## config.mk

```make
export PLATFORM = sky130hd
export DESIGN_NAME = pedestrian_signal
export DESIGN_NICKNAME = d
export VERILOG_FILES = /design/src/rtl/pedestrian_signal.sv
export SDC_FILE = /design/constraint.sdc
export NUM_CORES = 1
export LEC_CHECK = 0
export ABC_CLOCK_PERIOD_IN_PS = 3500
export CAP_MARGIN = 20
export CORE_UTILIZATION = 35
export CTS_CLUSTER_DIAMETER = 60
export DETAILED_ROUTE_END_ITERATION = 8
export PLACE_DENSITY_LB_ADDON = 0.08
export SYNTH_ARGS = -nofsm -noshare
export SYNTH_HDL_FRONTEND = slang
export SYNTH_SLANG_ARGS = --single-unit
export TNS_END_PERCENT = 30
```

## constraint.sdc

```tcl
create_clock -name clk -period 3.5 [get_ports clk]
set_clock_uncertainty 0.05 [all_clocks]
set_input_delay 0.7 -clock clk [delete_from_list [all_inputs] [get_ports clk]]
set_output_delay 0.7 -clock clk [all_outputs]
set_load 0.05 [all_outputs]
```

## src/rtl/pedestrian_signal.sv

```systemverilog
// Pedestrian WALK / DON'T-WALK controller slaved to a vehicle traffic light.
// The push button is synchronized and debounced, then latched as a request.
// A walk phase is granted only on the first clock of a pure-red vehicle phase.
// Leaving pure red aborts the walk, and a red+green lamp combination latches a
// fault that only reset clears.
//
// The phase output is the raw FSM state (00 STOP, 01 WALK, 10 FLASH, 11 FAULT).
module pedestrian_signal #(
    parameter int WALK_CYCLES     = 600000,
    parameter int FLASH_CYCLES    = 300000,
    parameter int FLASH_HALF      = 50000,
    parameter int DEBOUNCE_CYCLES = 10000,
    parameter int CNT_W           = 32
) (
    input  logic       clk,
    input  logic       rst,
    input  logic       btn,
    input  logic       car_red,
    input  logic       car_yellow,
    input  logic       car_green,
    output logic       walk,
    output logic       dont_walk,
    output logic       req_pending,
    output logic [1:0] phase,
    output logic       fault
);

    typedef enum logic [1:0] {
        ST_STOP  = 2'b00,
        ST_WALK  = 2'b01,
        ST_FLASH = 2'b10,
        ST_FAULT = 2'b11
    } state_t;

    localparam logic [CNT_W-1:0] WALK_LAST  = CNT_W'(WALK_CYCLES - 1);
    localparam logic [CNT_W-1:0] FLASH_LAST = CNT_W'(FLASH_CYCLES - 1);
    localparam logic [CNT_W-1:0] HALF_LAST  = CNT_W'(FLASH_HALF - 1);
    localparam logic [CNT_W-1:0] DEB_LAST   = CNT_W'(DEBOUNCE_CYCLES - 1);

    state_t           state_q, state_d;
    logic [CNT_W-1:0] cnt_q, cnt_d;
    logic [CNT_W-1:0] half_q, half_d;
    logic [CNT_W-1:0] deb_cnt_q, deb_cnt_d;
    logic             sync1_q, sync1_d;
    logic             sync2_q, sync2_d;
    logic             deb_q, deb_d;
    logic             deb_prev_q, deb_prev_d;
    logic             red_only_q, red_only_d;
    logic             req_q, req_d;
    logic             walk_q, walk_d;
    logic             dont_walk_q, dont_walk_d;
    logic             fault_q, fault_d;

    logic red_only;
    logic red_rise;
    logic illegal;
    logic deb_rise;
    logic start_walk;

    assign red_only = car_red & ~car_yellow & ~car_green;
    assign red_rise = red_only & ~red_only_q;
    assign illegal  = car_red & car_green;
    assign deb_rise = deb_q & ~deb_prev_q;

    // Button synchronizer and debounce: the level flips only after the
    // synchronized input has disagreed with it for DEBOUNCE_CYCLES clocks.
    always_comb begin
        sync1_d    = btn;
        sync2_d    = sync1_q;
        deb_d      = deb_q;
        deb_cnt_d  = '0;
        deb_prev_d = deb_q;
        red_only_d = red_only;
        if (sync2_q != deb_q) begin
            if (deb_cnt_q == DEB_LAST) begin
                deb_d     = ~deb_q;
                deb_cnt_d = '0;
            end else begin
                deb_cnt_d = deb_cnt_q + 1'b1;
            end
        end
    end

    // Next state, phase timers, request latch and registered lamp outputs.
    always_comb begin
        state_d     = state_q;
        cnt_d       = cnt_q + 1'b1;
        half_d      = '0;
        walk_d      = walk_q;
        dont_walk_d = dont_walk_q;
        fault_d     = fault_q;
        req_d       = req_q;
        start_walk  = 1'b0;

        case (state_q)
            ST_STOP: begin
                if (illegal) begin
                    state_d = ST_FAULT;
                end else if (red_rise && req_q) begin
                    state_d    = ST_WALK;
                    start_walk = 1'b1;
                end
            end
            ST_WALK: begin
                if (illegal) begin
                    state_d = ST_FAULT;
                end else if (!red_only) begin
                    state_d = ST_STOP;
                end else if (cnt_q == WALK_LAST) begin
                    state_d = ST_FLASH;
                end
            end
            ST_FLASH: begin
                if (illegal) begin
                    state_d = ST_FAULT;
                end else if (!red_only) begin
                    state_d = ST_STOP;
                end else if (cnt_q == FLASH_LAST) begin
                    state_d = ST_STOP;
                end
            end
            default: begin
                state_d = ST_FAULT;
            end
        endcase

        // Every state entry restarts the phase counter; idle states hold it at 0.
        if (state_d != state_q || state_d == ST_STOP || state_d == ST_FAULT) begin
            cnt_d = '0;
        end

        case (state_d)
            ST_STOP: begin
                walk_d      = 1'b0;
                dont_walk_d = 1'b1;
            end
            ST_WALK: begin
                walk_d      = 1'b1;
                dont_walk_d = 1'b0;
            end
            ST_FLASH: begin
                walk_d = 1'b0;
                if (state_q != ST_FLASH) begin
                    dont_walk_d = 1'b1;
                    half_d      = '0;
                end else if (half_q == HALF_LAST) begin
                    dont_walk_d = ~dont_walk_q;
                    half_d      = '0;
                end else begin
                    half_d = half_q + 1'b1;
                end
            end
            default: begin
                walk_d      = 1'b0;
                dont_walk_d = 1'b1;
                fault_d     = 1'b1;
            end
        endcase

        // Set on a debounced press in STOP/FLASH; the grant clears it and wins.
        if (deb_rise && (state_q == ST_STOP || state_q == ST_FLASH)) begin
            req_d = 1'b1;
        end
        if (start_walk) begin
            req_d = 1'b0;
        end
    end

    // State register for everything above; reset leaves DON'T-WALK lit.
    always_ff @(posedge clk or posedge rst) begin
        if (rst) begin
            state_q     <= ST_STOP;
            cnt_q       <= '0;
            half_q      <= '0;
            deb_cnt_q   <= '0;
            sync1_q     <= 1'b0;
            sync2_q     <= 1'b0;
            deb_q       <= 1'b0;
            deb_prev_q  <= 1'b0;
            red_only_q  <= 1'b0;
            req_q       <= 1'b0;
            walk_q      <= 1'b0;
            dont_walk_q <= 1'b1;
            fault_q     <= 1'b0;
        end else begin
            state_q     <= state_d;
            cnt_q       <= cnt_d;
            half_q      <= half_d;
            deb_cnt_q   <= deb_cnt_d;
            sync1_q     <= sync1_d;
            sync2_q     <= sync2_d;
            deb_q       <= deb_d;
            deb_prev_q  <= deb_prev_d;
            red_only_q  <= red_only_d;
            req_q       <= req_d;
            walk_q      <= walk_d;
            dont_walk_q <= dont_walk_d;
            fault_q     <= fault_d;
        end
    end

    assign walk        = walk_q;
    assign dont_walk   = dont_walk_q;
    assign req_pending = req_q;
    assign phase       = state_q;
    assign fault       = fault_q;

endmodule

```

**Sequential cells colored by netlist name**

Bar = 50 um.
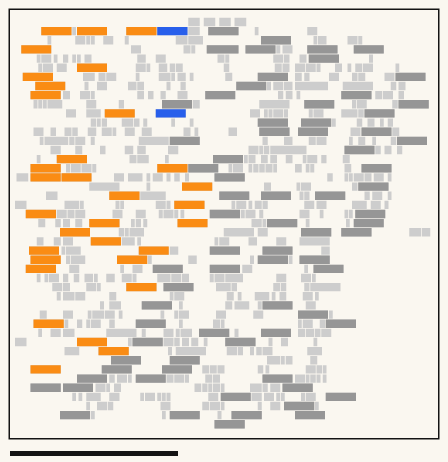
blue -> phase  # sequential cells 2
orange -> cnt_q  # sequential cells 32
sequential share of cell area: 43.3%
final core utilization: 40.6%
sequential cell power: 0.00128 W
Sequential Area: 2680 um^2

**Routing congestion map**

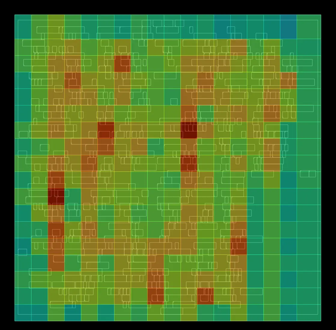
routed len/inst: 14.7 um
GR peak layer: met2
Global Route Usage Sum: 16.1%
M1 GR Usage: 21.6%

==> job_summary.md <==
## PnR job results

| Metric | Value |
|---|---|
| Cell accounting for the most synthesized area | `dfrtp_1` |
| Final Slew Violations | `0` |
| Min-delay src | `sync1_q$_DFF_PP0_` |
| Layout area overhead | `12.6%` |
| Synth cell count leaders | `nor2_1, dfrtp_1, xnor2_1` |
| Synth Cell Area | `5500 um^2` |
| Unrepaired setup endpoints after global routing | `false` |
| Post-synthesis sequential area ratio | `48.7%` |
| Synthesis Warnings | `0` |
| Logic pwr share | `6.4%` |
| Final Hold Viols | `0` |
| Sequential Power Share | `51.4%` |
| Top cells by area | `dfrtp_1, xnor2_1, nor2_1, xor2_1, nand3_1` |
| Top Ports | `12` |
| Status | `finished, final reports clean` |
| Tool warning count | `26` |
| Initial DRT Pass Iterations | `4` |
| Most used DFF post-synth | `dfrtp_1` |
| Clock sinks | `107` |
| VDD IR-drop max | `0.300 mV` |
## power groups by stage
stage,Combinational (W),Sequential [W],Clock [W]
global route,0.000174,0.00128,0.00114
finish,0.000158,0.00128,0.00105
CTS,0.000161,0.00128,0.00109
detailed placement,0.000161,0.00130,0
global placement,0.000159,0.00130,0
floorplan,0.0000651,0.00133,0
## cell families (layout without fill, tap and decap cells)
group                    after synthesis  in the layout
AND-OR/OR-AND                         23             23
XOR/XNOR                              87             87
buffers and inverters                 38             57
adder cells (fa/ha/maj)                3              3
multiplexers                           1              1
flip-flops                           107            107
AND/OR/NAND/NOR                      306            306
## per-layer routing
metal	vias to the layer above	GRT usage, %	part of all wire, %
met5	-	0	0
met4	0	5.25	1.2
met3	12	3.81	2.4
met2	30	25.7	47
met1	1915	21.6	49
li1	1987	-	-
## state kept, by name, summed over array words and instances (netlist names), 2 cells and up
register,flops
deb_cnt_q,32
cnt_q,32
half_q,32
phase,2
## layout by cell type, fill, tap and decap left out, types with 5 or more instances in the layout
| cell | count |
|---|---|
| buf_4 | 9 |
| dfrtp_1 | 106 |
| a21oi_1 | 8 |
| nand2_1 | 37 |
| inv_1 | 19 |
| nor3_1 | 12 |
| nor4_1 | 20 |
| nor2_1 | 107 |
| clkdlybuf4s50_1 | 11 |
| o21ai_0 | 5 |
| or3_1 | 6 |
| xnor2_1 | 56 |
| nand3_1 | 34 |
| xor2_1 | 31 |
| and3_1 | 10 |
| nand4_1 | 23 |
| clkbuf_16 | 9 |
| nor4_2 | 9 |
| and4_1 | 13 |
## final cells by class
cell class                 count  area, um^2  share of cell area, %
clock buffer                  10         239                   3.86
clock inverter                 5        61.3                  0.990
inverter                      20        78.8                   1.27
multi-input combinational    420        2640                   42.7
sequential                   107        2680                   43.3
tap                          211         264                   4.27
timing repair buffer          22         225                   3.64
## worst reg2reg max path, delay by kind of cell, from the launching register on
kind / cells / cell delay (ns)
AOI/OAI and AO/OA: 2 / 0.85
buffers and inverters: 1 / 0.24
and+or+nand+nor: 3 / 0.95
DFF: 1 / 0.43
## through the flow
stage / power [W] / cell area (um^2) / instances / hold slack (ns) / setup slack [ns]
global route: 0.00259 / 6190 / 795 / 0.340 / 0.685
floorplan: 0.00140 / 5500 / 565 / 0.281 / 1.46
finish: 0.00249 / 6190 / 795 / 0.335 / 0.869
CTS: 0.00253 / 6160 / 794 / 0.336 / 0.500
global placement: 0.00146 / 5860 / 779 / 0.286 / 0.490
detailed placement: 0.00146 / 5860 / 779 / 0.319 / 0.409
## how the worst max path moves through the flow
stage / startpoint / end / slack [ns] / depth (start not counted)
after floorplan: rst / cnt_q[0]$_DFF_PP0_ / 1.46 / 1
after global placement: car_red / dont_walk$_DFFE_PP1P_ / 0.49 / 6
after detailed placement: car_red / dont_walk$_DFFE_PP1P_ / 0.41 / 6
after CTS: cnt_q[29]$_DFF_PP0_ / half_q[25]$_DFF_PP0_ / 0.50 / 5
after global routing: cnt_q[28]$_DFF_PP0_ / cnt_q[31]$_DFF_PP0_ / 0.68 / 6
final: cnt_q[29]$_DFF_PP0_ / cnt_q[31]$_DFF_PP0_ / 0.87 / 6
Power figures rest on the tool's default switching activity, not on a simulated workload.
